$ cat config.mk
export PLATFORM = sky130hd
export DESIGN_NAME = tamagotchi_needs_v3_flat
export DESIGN_NICKNAME = d
export VERILOG_FILES = /design/src/rtl/tamagotchi_needs_v3_if.sv /design/src/rtl/tamagotchi_needs_v3.sv /design/src/flat_wrapper.sv
export SDC_FILE = /design/constraint.sdc
export NUM_CORES = 1
export LEC_CHECK = 0
export CAP_MARGIN = 40
export CELL_PAD_IN_SITES_DETAIL_PLACEMENT = 2
export CELL_PAD_IN_SITES_GLOBAL_PLACEMENT = 2
export CORE_MARGIN = 3
export CORE_UTILIZATION = 33
export DETAILED_ROUTE_END_ITERATION = 10
export GPL_TIMING_DRIVEN = 0
export PLACE_DENSITY_LB_ADDON = 0.12
export SYNTH_ARGS = -nofsm -noshare
export SYNTH_HDL_FRONTEND = slang
export SYNTH_SLANG_ARGS = --single-unit
$ cat constraint.sdc
create_clock -name clk -period 4.3 [get_ports clk]
set_input_delay 0.43 -clock clk [delete_from_list [all_inputs] [get_ports clk]]
set_output_delay 0.43 -clock clk [all_outputs]
set_load 0.1 [all_outputs]
$ cat src/rtl/tamagotchi_needs_v3_if.sv
// rtl/tamagotchi_needs_v3_if.sv - button inputs and need/mood outputs of the needs engine
interface tamagotchi_needs_v3_if #(
  parameter int NUM_NEEDS = 4,
  parameter int LEVEL_W   = 4
);
  logic                         test_but;
  logic [NUM_NEEDS-1:0]         act;
  logic [NUM_NEEDS*LEVEL_W-1:0] levels;
  logic [1:0]                   pet_state;
  logic [NUM_NEEDS-1:0]         alert;
  logic                         tick;
  logic                         test_mode;

  modport master (
    output test_but, act,
    input  levels, pet_state, alert, tick, test_mode
  );

  modport slave (
    input  test_but, act,
    output levels, pet_state, alert, tick, test_mode
  );
endinterface

$ cat src/rtl/tamagotchi_needs_v3.sv
// rtl/tamagotchi_needs_v3.sv - N-channel pet needs engine with decay, actions and mood FSM (TAMA_TEST_MODE_EN enables accelerated test mode)
module tamagotchi_needs_v3 #(
  parameter int NUM_NEEDS    = 4,
  parameter int LEVEL_W      = 4,
  parameter int DECAY_CYCLES = 50_000_000,
  parameter int TEST_DIV     = 10,
  parameter int ACT_STEP     = 3,
  parameter int NEEDY_TH     = 5,
  parameter int CRIT_TH      = 2,
  parameter int DEAD_TICKS   = 8
) (
  input  logic                  clk,
  input  logic                  rst,
  tamagotchi_needs_v3_if.slave  bus
);

  localparam int PW = (DECAY_CYCLES > 1) ? $clog2(DECAY_CYCLES) : 1;
  localparam int SW = $clog2(DEAD_TICKS + 1);
  localparam logic [LEVEL_W-1:0] LEVEL_MAX = '1;
  localparam logic [LEVEL_W-1:0] NEEDY_L   = LEVEL_W'(NEEDY_TH);
  localparam logic [LEVEL_W-1:0] CRIT_L    = LEVEL_W'(CRIT_TH);
  localparam logic [LEVEL_W:0]   STEP_L    = (LEVEL_W + 1)'(ACT_STEP);
  localparam logic [PW-1:0]      LAST_NORM = PW'(DECAY_CYCLES - 1);

  typedef enum logic [1:0] {NORMAL = 2'd0, NEEDY = 2'd1, CRITICAL = 2'd2, DEAD = 2'd3} mood_t;

  logic [PW-1:0]                pre_cnt;
  logic [PW-1:0]                last_cnt;
  logic                         tick_q;
  logic                         tb_rise;
  logic [NUM_NEEDS-1:0]         act_q;
  logic [NUM_NEEDS-1:0]         act_rise;
  logic [LEVEL_W-1:0]           level_q [NUM_NEEDS];
  logic [LEVEL_W-1:0]           level_d [NUM_NEEDS];
  logic [NUM_NEEDS*LEVEL_W-1:0] levels_flat;
  logic [LEVEL_W-1:0]           min_lvl;
  logic                         any_zero;
  logic [NUM_NEEDS-1:0]         alert_d;
  logic [NUM_NEEDS-1:0]         alert_q;
  mood_t                        state_q;
  mood_t                        cls;
  logic [SW-1:0]                starve_q;

  // Decrement on tick first, then apply the action step, each saturating
  function automatic logic [LEVEL_W-1:0] next_level(input logic [LEVEL_W-1:0] cur,
                                                    input logic dec, input logic inc);
    logic [LEVEL_W-1:0] after_dec;
    logic [LEVEL_W:0]   sum;
    after_dec = (dec && cur != '0) ? cur - LEVEL_W'(1) : cur;
    sum = {1'b0, after_dec} + STEP_L;
    next_level = inc ? ((sum > {1'b0, LEVEL_MAX}) ? LEVEL_MAX : sum[LEVEL_W-1:0]) : after_dec;
  endfunction

`ifdef TAMA_TEST_MODE_EN
  localparam logic [PW-1:0] LAST_TEST = PW'(DECAY_CYCLES / TEST_DIV - 1);
  logic tb_q;
  logic test_mode_q;
  assign tb_rise  = bus.test_but & ~tb_q;
  assign last_cnt = test_mode_q ? LAST_TEST : LAST_NORM;
  assign bus.test_mode = test_mode_q;

  // Edge-detect the test button and flip the accelerated-period flag on each press
  always_ff @(posedge clk or posedge rst) begin
    if (rst) begin
      tb_q        <= 1'b0;
      test_mode_q <= 1'b0;
    end else begin
      tb_q <= bus.test_but;
      if (tb_rise) test_mode_q <= ~test_mode_q;
    end
  end
`else
  wire unused_test_but = bus.test_but;
  assign tb_rise  = 1'b0;
  assign last_cnt = LAST_NORM;
  assign bus.test_mode = 1'b0;
`endif

  assign act_rise = bus.act & ~act_q;

  // Shared prescaler; a test-mode toggle restarts the period and swallows the tick
  always_ff @(posedge clk or posedge rst) begin
    if (rst) begin
      pre_cnt <= '0;
      tick_q  <= 1'b0;
    end else if (tb_rise) begin
      pre_cnt <= '0;
      tick_q  <= 1'b0;
    end else if (pre_cnt >= last_cnt) begin
      pre_cnt <= '0;
      tick_q  <= 1'b1;
    end else begin
      pre_cnt <= pre_cnt + PW'(1);
      tick_q  <= 1'b0;
    end
  end

  // Per-channel next level, minimum level, zero detection and alert flags
  always_comb begin
    min_lvl     = level_q[0];
    any_zero    = 1'b0;
    alert_d     = '0;
    levels_flat = '0;
    for (int i = 0; i < NUM_NEEDS; i++) begin
      if (level_q[i] < min_lvl) min_lvl = level_q[i];
      if (level_q[i] == '0) any_zero = 1'b1;
      alert_d[i] = (level_q[i] <= NEEDY_L);
      levels_flat[i*LEVEL_W +: LEVEL_W] = level_q[i];
      level_d[i] = next_level(level_q[i], tick_q, act_rise[i]);
    end
  end

  assign cls = (min_lvl <= CRIT_L) ? CRITICAL : (min_lvl <= NEEDY_L) ? NEEDY : NORMAL;

  // Level registers and action edge detect; a dead pet's levels are frozen
  always_ff @(posedge clk or posedge rst) begin
    if (rst) begin
      act_q <= '0;
      for (int i = 0; i < NUM_NEEDS; i++) level_q[i] <= LEVEL_MAX;
    end else begin
      act_q <= bus.act;
      if (state_q != DEAD) begin
        for (int i = 0; i < NUM_NEEDS; i++) level_q[i] <= level_d[i];
      end
    end
  end

  // Mood FSM with starvation counter; DEAD is left only through reset
  always_ff @(posedge clk or posedge rst) begin
    if (rst) begin
      state_q  <= NORMAL;
      starve_q <= '0;
      alert_q  <= '0;
    end else begin
      alert_q <= alert_d;
      case (state_q)
        DEAD: state_q <= DEAD;
        CRITICAL: begin
          if (tick_q && any_zero) begin
            if (starve_q == SW'(DEAD_TICKS - 1)) state_q <= DEAD;
            starve_q <= starve_q + SW'(1);
          end else begin
            state_q <= cls;
            if (!any_zero) starve_q <= '0;
          end
        end
        default: begin
          state_q  <= cls;
          starve_q <= '0;
        end
      endcase
    end
  end

  assign bus.levels    = levels_flat;
  assign bus.pet_state = state_q;
  assign bus.alert     = alert_q;
  assign bus.tick      = tick_q;

endmodule

$ cat src/flat_wrapper.sv
// flat-port wrapper written by rule: the top's interface ports become plain ports
module tamagotchi_needs_v3_flat 
#(
  parameter int NUM_NEEDS    = 4,
  parameter int LEVEL_W      = 4,
  parameter int DECAY_CYCLES = 50_000_000,
  parameter int TEST_DIV     = 10,
  parameter int ACT_STEP     = 3,
  parameter int NEEDY_TH     = 5,
  parameter int CRIT_TH      = 2,
  parameter int DEAD_TICKS   = 8
)
  (clk, rst, bus_test_but, bus_act, bus_levels, bus_pet_state, bus_alert, bus_tick, bus_test_mode);
  tamagotchi_needs_v3_if #(.NUM_NEEDS(NUM_NEEDS), .LEVEL_W(LEVEL_W)) bus_i ();
  input  logic clk;
  input  logic rst;
  input wire logic [$bits(bus_i.test_but)-1:0] bus_test_but;
  input wire logic [$bits(bus_i.act)-1:0] bus_act;
  output wire logic [$bits(bus_i.levels)-1:0] bus_levels;
  output wire logic [$bits(bus_i.pet_state)-1:0] bus_pet_state;
  output wire logic [$bits(bus_i.alert)-1:0] bus_alert;
  output wire logic [$bits(bus_i.tick)-1:0] bus_tick;
  output wire logic [$bits(bus_i.test_mode)-1:0] bus_test_mode;
  assign bus_i.test_but = bus_test_but;
  assign bus_i.act = bus_act;
  assign bus_levels = bus_i.levels;
  assign bus_pet_state = bus_i.pet_state;
  assign bus_alert = bus_i.alert;
  assign bus_tick = bus_i.tick;
  assign bus_test_mode = bus_i.test_mode;
  tamagotchi_needs_v3 #(.NUM_NEEDS(NUM_NEEDS), .LEVEL_W(LEVEL_W), .DECAY_CYCLES(DECAY_CYCLES), .TEST_DIV(TEST_DIV), .ACT_STEP(ACT_STEP), .NEEDY_TH(NEEDY_TH), .CRIT_TH(CRIT_TH), .DEAD_TICKS(DEAD_TICKS)) u_core (.clk(clk), .rst(rst), .bus(bus_i));
endmodule
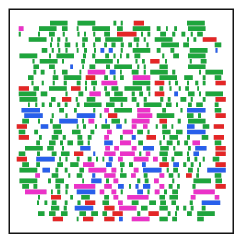
*Cells by drive strength*
Scale: 2 px per um.
Blue shows drive 2, cells 41, share 8.2%. Magenta shows drive 3 to 4, cells 51, share 10%. Green shows drive 1 or less, cells 371, share 74%. Red shows drive 6 and up, cells 36, share 7.2%.
Non-CTS buffers: 88
PnR worst setup slack: -0.263 ns

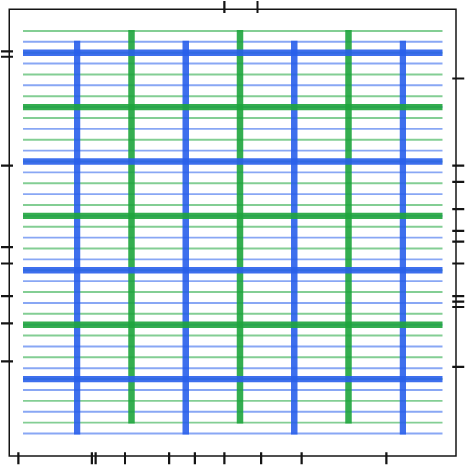
*PDN straps and rails*
Scale: 4 px per um. Pins as bars on the die edge.
Green shows VDD. Blue shows VSS.
7 straps on met4. The core has 37 rows.
Worst VDD drop: 0.000141 V
die width: 111 um
Core Area: 10600 sq um

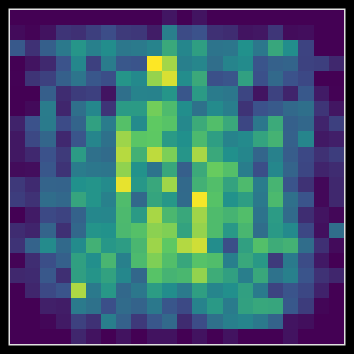
*Wiring heat map*
Scale: 3 px per um. The die is cut into 22 by 22 equal tiles; dark purple is low, yellow is high, scaled to the fullest tile. Values are wire area over tile area, all layers added.
13% of the tiles are nearly empty. The densest ninth of the die: center. The fullest tile reaches 0.46. The mean over all tiles is 0.16. 27% of the tiles are over half the peak.
Routed WL per cell: 20.6 um
GRT Total Usage: 19.7%
DRT Wirelength: 13100 um
via count: 3355

==> job_summary.md <==
## PnR job results

| Metric | Value |
|---|---|
| Detailed Place HPWL | `7960 um` |
| Failing checks | `setup timing` |
| Initial cell density of the core | `34.7%` |
| PnR worst setup slack | `-0.263 ns` |
| Fin nets | `531` |
| Worst path slowest cell | `dfstp_4` |
| Final setup viols | `2` |
| Status | `complete, but fails checks` |
| Congestion Overflow GR | `0` |
| Worst-path clk slew | `0.08 ns` |
| Final Max-Slew Violation Tally | `0` |
| Placed Area | `~4600 sq um` |
| Chip Area, Yosys | `3660 sq um` |
| #FFs+latches synth | `57` |
| Cell Type Count | `roughly 52` |
| IO Count | `31` |
| Critical path arrival | `between 4 and 5 ns` |
| Syn_area_per_cell | `8.97 sq um` |
| P_sw | `269 uW` |
| Crit path max fanout | `4` |
| Number of enable flip-flop cells | `0` |
| # Post-CTS Setup Buffers | `16` |
| Comb. cell area | `2310 sq um` |
| Critical R2R Launch | `u_core.bus.levels[1]$_DFFE_PP1N_` |
| FF/Latch Area | `roughly 1500 sq um` |
| Post-Syn Instances | `between 400 and 500` |
| Number of global-route vias before repair | `3714` |
| Drt first pass iters | `4` |
| Top logic cell by instance count in the layout | `nor2_1` |
| Final std cells w/o fill | `635` |
| Switching part of the total | `about a quarter` |
| Clock buf count | `11` |
| Comb pwr share | `slightly above 3%` |
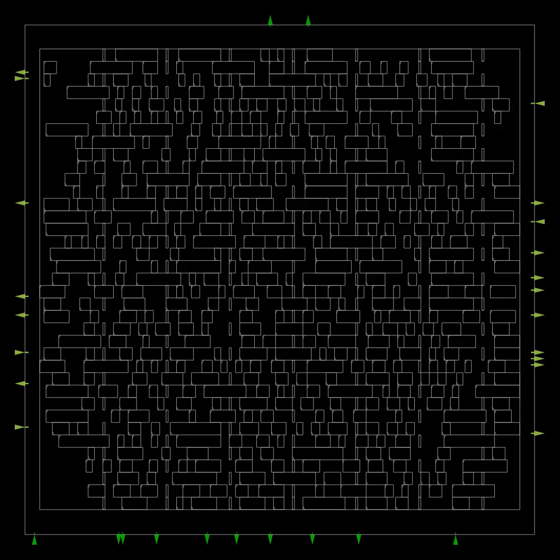
*Cell outlines without signal wires*
Layout Utilization: 48.3%
Site Rows: 37
flop share of the area: 28.7%
tap cells: 136
Flops: 57

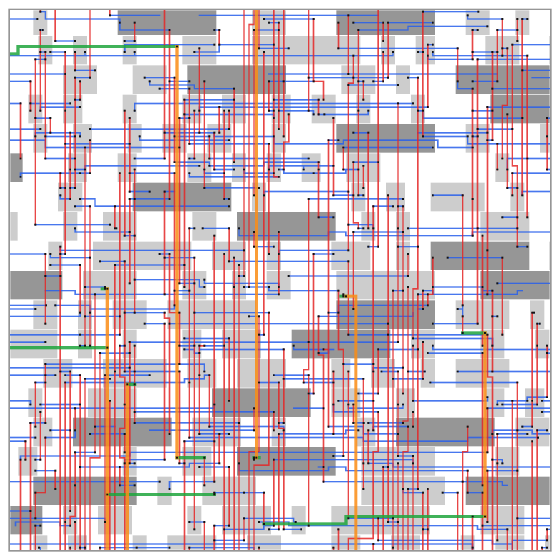
*Zoomed window*
Window x 31 to 81, y 53 to 103 um. Cells in gray, sequential cells in the stronger gray; small squares are vias.
Red shows met2. Green shows met3. Orange shows met4. Blue shows met1.
Netlist names of flops here include u_core.pre_cnt (13), u_core.bus.pet_state (2). 139 logic cells have their middle in the window. Sequential cells in the window: 19. Most frequent: nor2_1 (19), dfrtp_1 (18), nand2_1 (10).

[through the flow]
step	setup slack [ns]	total power, uW	utilization (%)	hold slack (ns)
after detailed placement	-0.311	581	43.5	0.520
after CTS	-0.0747	1050	46.8	0.471
after floorplan	-0.0933	567	-	0.449
after global routing	-0.447	1080	48.3	0.507
final	-0.263	1040	48.3	0.448
after global placement	-0.203	578	40.0	0.468
[cell usage after synthesis, types with 5 or more instances]
| master | count | share of area [%] |
|---|---|---|
| and3_1 | 5 | 0.85 |
| nand3_1 | 18 | 2.5 |
| xnor2_1 | 16 | 3.8 |
| dfrtp_1 | 41 | 28 |
| dfstp_2 | 16 | 11 |
| nand2b_1 | 10 | 1.7 |
| a211oi_1 | 5 | 1.0 |
| xor2_1 | 12 | 2.9 |
| nor3_1 | 7 | 0.96 |
| inv_1 | 20 | 2.1 |
| nor2_1 | 56 | 5.7 |
| or4_1 | 5 | 1.0 |
| mux2_2 | 5 | 1.5 |
| a31oi_1 | 7 | 1.2 |
| o21ai_0 | 29 | 4.0 |
| a21oi_1 | 28 | 3.8 |
| clkbuf_1 | 10 | 1.0 |
| nor3b_1 | 7 | 1.4 |
| nand2_1 | 29 | 3.0 |
| mux2i_1 | 5 | 1.4 |
| ha_1 | 30 | 10 |
[registers in the layout (all words and copies together) (netlist names)]
signal and cells:
u_core.bus.pet_state 2, u_core.starve_q 4, u_core.bus.levels 16, u_core.bus.tick 1, u_core.pre_cnt 26, u_core.act_q 4
u_core.bus.alert 4
[metal layers]
| layer | track usage [%] | vias to the layer above | part of all wire, % |
|---|---|---|---|
| met5 | 0 | - | 0 |
| met4 | 6.08 | 0 | 1.6 |
| met3 | 2.89 | 14 | 1.5 |
| met2 | 33.2 | 38 | 52 |
| met1 | 26.0 | 1711 | 45 |
| li1 | - | 1592 | - |
Power figures rest on the tool's default switching activity, not on a simulated workload.
